File: src/rtl/gf_rca_div_if.sv
// Request/response bundle for gf_rca_div: valid/ready request carrying operands,
// valid/ready response carrying quotient, remainder and the divide-by-zero flag.
interface gf_rca_div_if #(
  parameter int DATA_WIDTH = 32
);
  logic                    in_valid;
  logic                    in_ready;
  logic                    gf_option;
  logic [2*DATA_WIDTH-1:0] dividend;
  logic [DATA_WIDTH-1:0]   divisor;
  logic                    out_valid;
  logic                    out_ready;
  logic [2*DATA_WIDTH-1:0] quotient;
  logic [DATA_WIDTH-1:0]   remainder;
  logic                    div_by_zero;

  modport master (
    output in_valid, gf_option, dividend, divisor, out_ready,
    input  in_ready, out_valid, quotient, remainder, div_by_zero
  );

  modport slave (
    input  in_valid, gf_option, dividend, divisor, out_ready,
    output in_ready, out_valid, quotient, remainder, div_by_zero
  );
endinterface

File: src/rtl/gf_rca_div.sv
// Bit-serial divider: carry-less GF(2)[x] reduction by x^W + divisor, or unsigned
// restoring integer division; one dividend bit consumed per cycle, MSB first.
module gf_rca_div #(
  parameter int DATA_WIDTH = 32
) (
  input  logic             clk,
  input  logic             rst_n,
  gf_rca_div_if.slave      bus
);
  localparam int W     = DATA_WIDTH;
  localparam int CNT_W = $clog2(2 * W);
  localparam logic [CNT_W-1:0] LAST = CNT_W'(2 * W - 1);

  typedef enum logic [1:0] {IDLE, BUSY, DONE} state_t;

  state_t             state_q, state_d;
  logic [2*W-1:0]     shreg_q, shreg_d;
  logic [W-1:0]       divisor_q, divisor_d;
  logic               gf_q, gf_d;
  logic [W-1:0]       rem_q, rem_d;
  logic [2*W-1:0]     quot_q, quot_d;
  logic [CNT_W-1:0]   cnt_q, cnt_d;

  logic               dvd_bit;
  logic [W-1:0]       gf_rem;
  logic [W:0]         int_ext;
  logic [W:0]         int_diff;
  logic               int_ge;

  assign dvd_bit  = shreg_q[2*W-1];
  // The x^W term is implicit: when the bit shifted out is set, subtract (xor) the low part.
  assign gf_rem   = {rem_q[W-2:0], dvd_bit} ^ (rem_q[W-1] ? divisor_q : '0);
  assign int_ext  = {rem_q, dvd_bit};
  assign int_ge   = (int_ext >= {1'b0, divisor_q});
  assign int_diff = int_ext - {1'b0, divisor_q};

  always_comb begin
    state_d   = state_q;
    shreg_d   = shreg_q;
    divisor_d = divisor_q;
    gf_d      = gf_q;
    rem_d     = rem_q;
    quot_d    = quot_q;
    cnt_d     = cnt_q;
    case (state_q)
      IDLE: begin
        if (bus.in_valid) begin
          state_d   = BUSY;
          shreg_d   = bus.dividend;
          divisor_d = bus.divisor;
          gf_d      = bus.gf_option;
          rem_d     = '0;
          quot_d    = '0;
          cnt_d     = '0;
        end
      end
      BUSY: begin
        shreg_d = {shreg_q[2*W-2:0], 1'b0};
        cnt_d   = cnt_q + CNT_W'(1);
        if (gf_q) begin
          rem_d  = gf_rem;
          quot_d = {quot_q[2*W-2:0], rem_q[W-1]};
        end else if (int_ge) begin
          rem_d  = int_diff[W-1:0];
          quot_d = {quot_q[2*W-2:0], 1'b1};
        end else begin
          rem_d  = int_ext[W-1:0];
          quot_d = {quot_q[2*W-2:0], 1'b0};
        end
        if (cnt_q == LAST) begin
          state_d = DONE;
        end
      end
      DONE: begin
        if (bus.out_ready) begin
          state_d = IDLE;
        end
      end
      default: state_d = IDLE;
    endcase
  end

  always_ff @(posedge clk or negedge rst_n) begin
    if (!rst_n) begin
      state_q   <= IDLE;
      shreg_q   <= '0;
      divisor_q <= '0;
      gf_q      <= 1'b0;
      rem_q     <= '0;
      quot_q    <= '0;
      cnt_q     <= '0;
    end else begin
      state_q   <= state_d;
      shreg_q   <= shreg_d;
      divisor_q <= divisor_d;
      gf_q      <= gf_d;
      rem_q     <= rem_d;
      quot_q    <= quot_d;
      cnt_q     <= cnt_d;
    end
  end

  assign bus.in_ready    = (state_q == IDLE);
  assign bus.out_valid   = (state_q == DONE);
  assign bus.quotient    = quot_q;
  assign bus.remainder   = rem_q;
  assign bus.div_by_zero = (state_q == DONE) && !gf_q && (divisor_q == '0);
endmodule

File: src/flat_wrapper.sv
// flat-port wrapper written by rule: the top's interface ports become plain ports
module gf_rca_div_flat 
#(
  parameter int DATA_WIDTH = 32
)
  (clk, rst_n, bus_in_valid, bus_gf_option, bus_dividend, bus_divisor, bus_out_ready, bus_in_ready, bus_out_valid, bus_quotient, bus_remainder, bus_div_by_zero);
  gf_rca_div_if #(.DATA_WIDTH(DATA_WIDTH)) bus_i ();
  input  logic clk;
  input  logic rst_n;
  input wire logic [$bits(bus_i.in_valid)-1:0] bus_in_valid;
  input wire logic [$bits(bus_i.gf_option)-1:0] bus_gf_option;
  input wire logic [$bits(bus_i.dividend)-1:0] bus_dividend;
  input wire logic [$bits(bus_i.divisor)-1:0] bus_divisor;
  input wire logic [$bits(bus_i.out_ready)-1:0] bus_out_ready;
  output wire logic [$bits(bus_i.in_ready)-1:0] bus_in_ready;
  output wire logic [$bits(bus_i.out_valid)-1:0] bus_out_valid;
  output wire logic [$bits(bus_i.quotient)-1:0] bus_quotient;
  output wire logic [$bits(bus_i.remainder)-1:0] bus_remainder;
  output wire logic [$bits(bus_i.div_by_zero)-1:0] bus_div_by_zero;
  assign bus_i.in_valid = bus_in_valid;
  assign bus_i.gf_option = bus_gf_option;
  assign bus_i.dividend = bus_dividend;
  assign bus_i.divisor = bus_divisor;
  assign bus_i.out_ready = bus_out_ready;
  assign bus_in_ready = bus_i.in_ready;
  assign bus_out_valid = bus_i.out_valid;
  assign bus_quotient = bus_i.quotient;
  assign bus_remainder = bus_i.remainder;
  assign bus_div_by_zero = bus_i.div_by_zero;
  gf_rca_div #(.DATA_WIDTH(DATA_WIDTH)) u_core (.clk(clk), .rst_n(rst_n), .bus(bus_i));
endmodule
File: config.mk
export PLATFORM = sky130hd
export DESIGN_NAME = gf_rca_div_flat
export DESIGN_NICKNAME = d
export VERILOG_FILES = /design/src/rtl/gf_rca_div_if.sv /design/src/rtl/gf_rca_div.sv /design/src/flat_wrapper.sv
export SDC_FILE = /design/constraint.sdc
export NUM_CORES = 1
export LEC_CHECK = 0
export ABC_CLOCK_PERIOD_IN_PS = 3400
export CORE_ASPECT_RATIO = 1.25
export CORE_MARGIN = 2
export CORE_UTILIZATION = 43
export CTS_CLUSTER_DIAMETER = 200
export CTS_CLUSTER_SIZE = 40
export DETAILED_ROUTE_END_ITERATION = 16
export GPL_TIMING_DRIVEN = 0
export PLACE_DENSITY = 0.77
export SLEW_MARGIN = 20
export SYNTH_ARGS = -nofsm -noshare
export SYNTH_HDL_FRONTEND = slang
export SYNTH_SLANG_ARGS = --single-unit
File: constraint.sdc
create_clock -name clk -period 3.4 [get_ports clk]
set_input_delay 0.51 -clock clk [delete_from_list [all_inputs] [get_ports clk]]
set_output_delay 0.51 -clock clk [all_outputs]
set_load 0.03 [all_outputs]
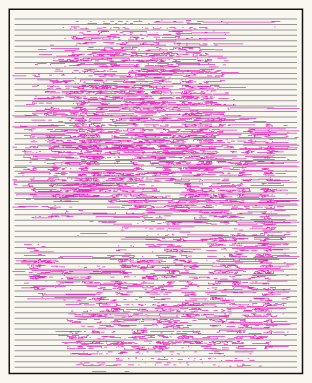
(met1 routing)
Drawn at 2 px/um. Supply wires on this layer in gray.
main direction: horizontal
wire length on this layer: 13000 um
longest straight run: 42.8 um
routed wire length: 31700 um
DR vias: 10000
met1 Use GR: 29.4%

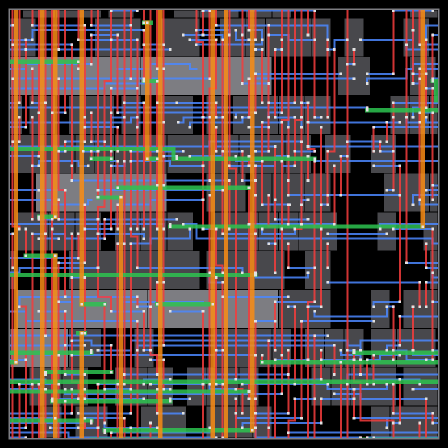
(close-up of the layout)
Region (58, 112) to (88, 142) um. Cells in gray, sequential cells in the stronger gray; small squares are vias.
[M4] orange
[M3] green
[M1] blue
[M2] red
most frequent: nand2_1 (9), o21ai_0 (9)
cells with their middle in the window: 86
sequential cells in the window: 5
netlist names of flops here include: u_core.bus.remainder (3), u_core.divisor_q (2)

==> impl_metrics.toml <==
# implementation run metrics
[global_routing]
overflow = 0
met3_usage_pct = 3.86
antenna_found_initial = 4
grt_pass1_vias = 10100
busiest_layer = "met2"
met2_usage_pct = 40.9
grt_max_degree = 97

[worst_setup_path]
critPathCaptureType = "register"
critPathRequiredTime_ns = 3.79
cpPeakStageDelay_ns = 0.45
cpMostUsedCell = "inv_1"
reg2regPathDepth = 12
reg2reg_from = "u_core.shreg_q[63]"
r2r_end = "u_core.bus.remainder[30]"
critical_path.max_fanout = 3
worstPathCellList = "inv_1, ha_1, inv_1, fa_1, a211oi_1, o21ai_0, nand4_1, a21oi_1, nor3_1, o211ai_1, xnor2_1, a2bb2oi_1"
arrival_ns = 3.51
r2r_slack_ns = 0.27

[synth]
yosys_cells = 1268
syn_area_per_cell_um2 = 8.53
top_area_cell = "dfrtp_1"
synth-edff-count = 0
top_cell = "nand2_1"
ys_sh_xor_pct = 4.78
ys_sh_aoi_pct = 20.0
ys_top_cells_by_area = "dfrtp_1 47%, nand2_1 8.8%, o21ai_0 6.4%"
top_logic_kind = "AND-OR/OR-AND gates"
ys_sh_simple_pct = 18.4
yosysUniqueCellTypes = 65
ys_ff = 201
synth-main-ff-cell = "dfrtp_1"
synth-adder-area-share_pct = 4.00
mux_share_pct = 1.62
async_reset_ff_share_pct = 100
ys_seq_share_pct = 46.5
syn_area_um2 = 10800
top_area_share_pct = 46.5
top_cells_by_count = "254 x nand2_1, 201 x dfrtp_1, 156 x nor2_1"
syn_inst = 1268
syn_nets = 1403

[run]
tool_warnings = 26
maxCapViolations = 0

[final_layout]
drive_gt1_share_pct = 3.17
syn_to_final_growth_pct = 25.4
mostFrequentLayoutCells = "254 x nand2_1, 201 x dfrtp_1, 197 x clkdlybuf4s50_1"

[power_and_ir_drop]
irDropWorstVdd_mv = 0.494
total_power_w = 0.0134
power_density_nw_per_um2 = 987

[clocking]
path_clk_slew_ns = 0.16
post_cts_resized = 0
cts_buffer_depth = 3
insertion_delay_ns = 0.50
cts.sinks = 201
h-tree-depth = 1
cts_setup_buffers = 0

[floorplanning]
floorplanUtilization_pct = 44.0
fp-row-count = 64
num_io_pins = 200
dieWidth_um = 146
die-area_um2 = 26400
core_um2 = 24600

[final_timing]
fmax_mhz = 320
period_used_pct = 92.0
slew_headroom_pct = 50.4
fin_crit_ns = 3.13
setup_viol = 0
fin_skew_ns = 0.0726
slew_violations = 0
tightestPinTransition_ns = 0.744

[place]
port_buffers = 199
gp_congestion = 0.981
hpwl_um = 23900

[min_path]
hold_class = "primary input to async pin"

[route]
via_per_inst = 5.53
drtAntennaViolNets = 0
drt-pass1-iter-count = 5
drc = 0

[outcome]
status = "complete, no violations"
## worst max-delay path: cells and delay by family, from the launching register on
family          cells  cell delay (ns)
buf+inv             2             0.15
compound gates      5             0.95
flops               1             0.43
simple gates        2             0.69
xor+xnor            1             0.21
fa+ha+maj           2             0.60
## metrics by stage
stage | area, um2 | setup TNS, ns | cells | utilization, % | hold WS [ns]
after global placement | 13200 | -1319.88 | 1797 | 53.8 | 0.479
after detailed placement | 13300 | 0 | 1799 | 54.0 | 0.417
after global routing | 13600 | 0 | 1815 | 55.2 | 0.483
after CTS | 13500 | 0 | 1811 | 55.1 | 0.458
final | 13600 | 0 | 1815 | 55.2 | 0.448
after floorplan | 10800 | 0 | 1268 | - | 0.214
## metal layers
metal	part of all wire, %	vias up
met5	0	-
met3	6.3	82
met1	41	4799
li1	-	4790
met2	48	363
met4	4.3	0
## worst max-delay path by stage
stage,start,end,slack [ns],depth (start not counted)
floorplan,u_core.bus.remainder[17],u_core.bus.remainder[27],0.78,11
global placement,rst_n,u_core.shreg_q[35],-6.58,1
detailed placement,bus_in_valid,u_core.bus.remainder[23],0.32,10
CTS,u_core.gf_q,bus_div_by_zero,0.18,5
global route,u_core.shreg_q[63],u_core.bus.remainder[30],0.07,12
finish,u_core.shreg_q[63],u_core.bus.remainder[30],0.27,12
## layout make-up
class | count | area (um2)
fill | 2269 | 11000
multi-input combinational | 942 | 5280
sequential | 201 | 5030
timing repair buffer | 202 | 2060
tap | 330 | 413
buffer | 82 | 349
clock buffer | 10 | 229
inverter | 43 | 161
clock inverter | 1 | 30.0
antenna | 4 | 10.0
## power breakdown
| part | total, W | switching, W | internal, W |
|---|---|---|---|
| registers | 0.00433 | 0.000931 | 0.00340 |
| clock network | 0.00129 | 0.000781 | 0.000504 |
| logic | 0.00776 | 0.00448 | 0.00328 |
Power is estimated from default activity; no workload was simulated.
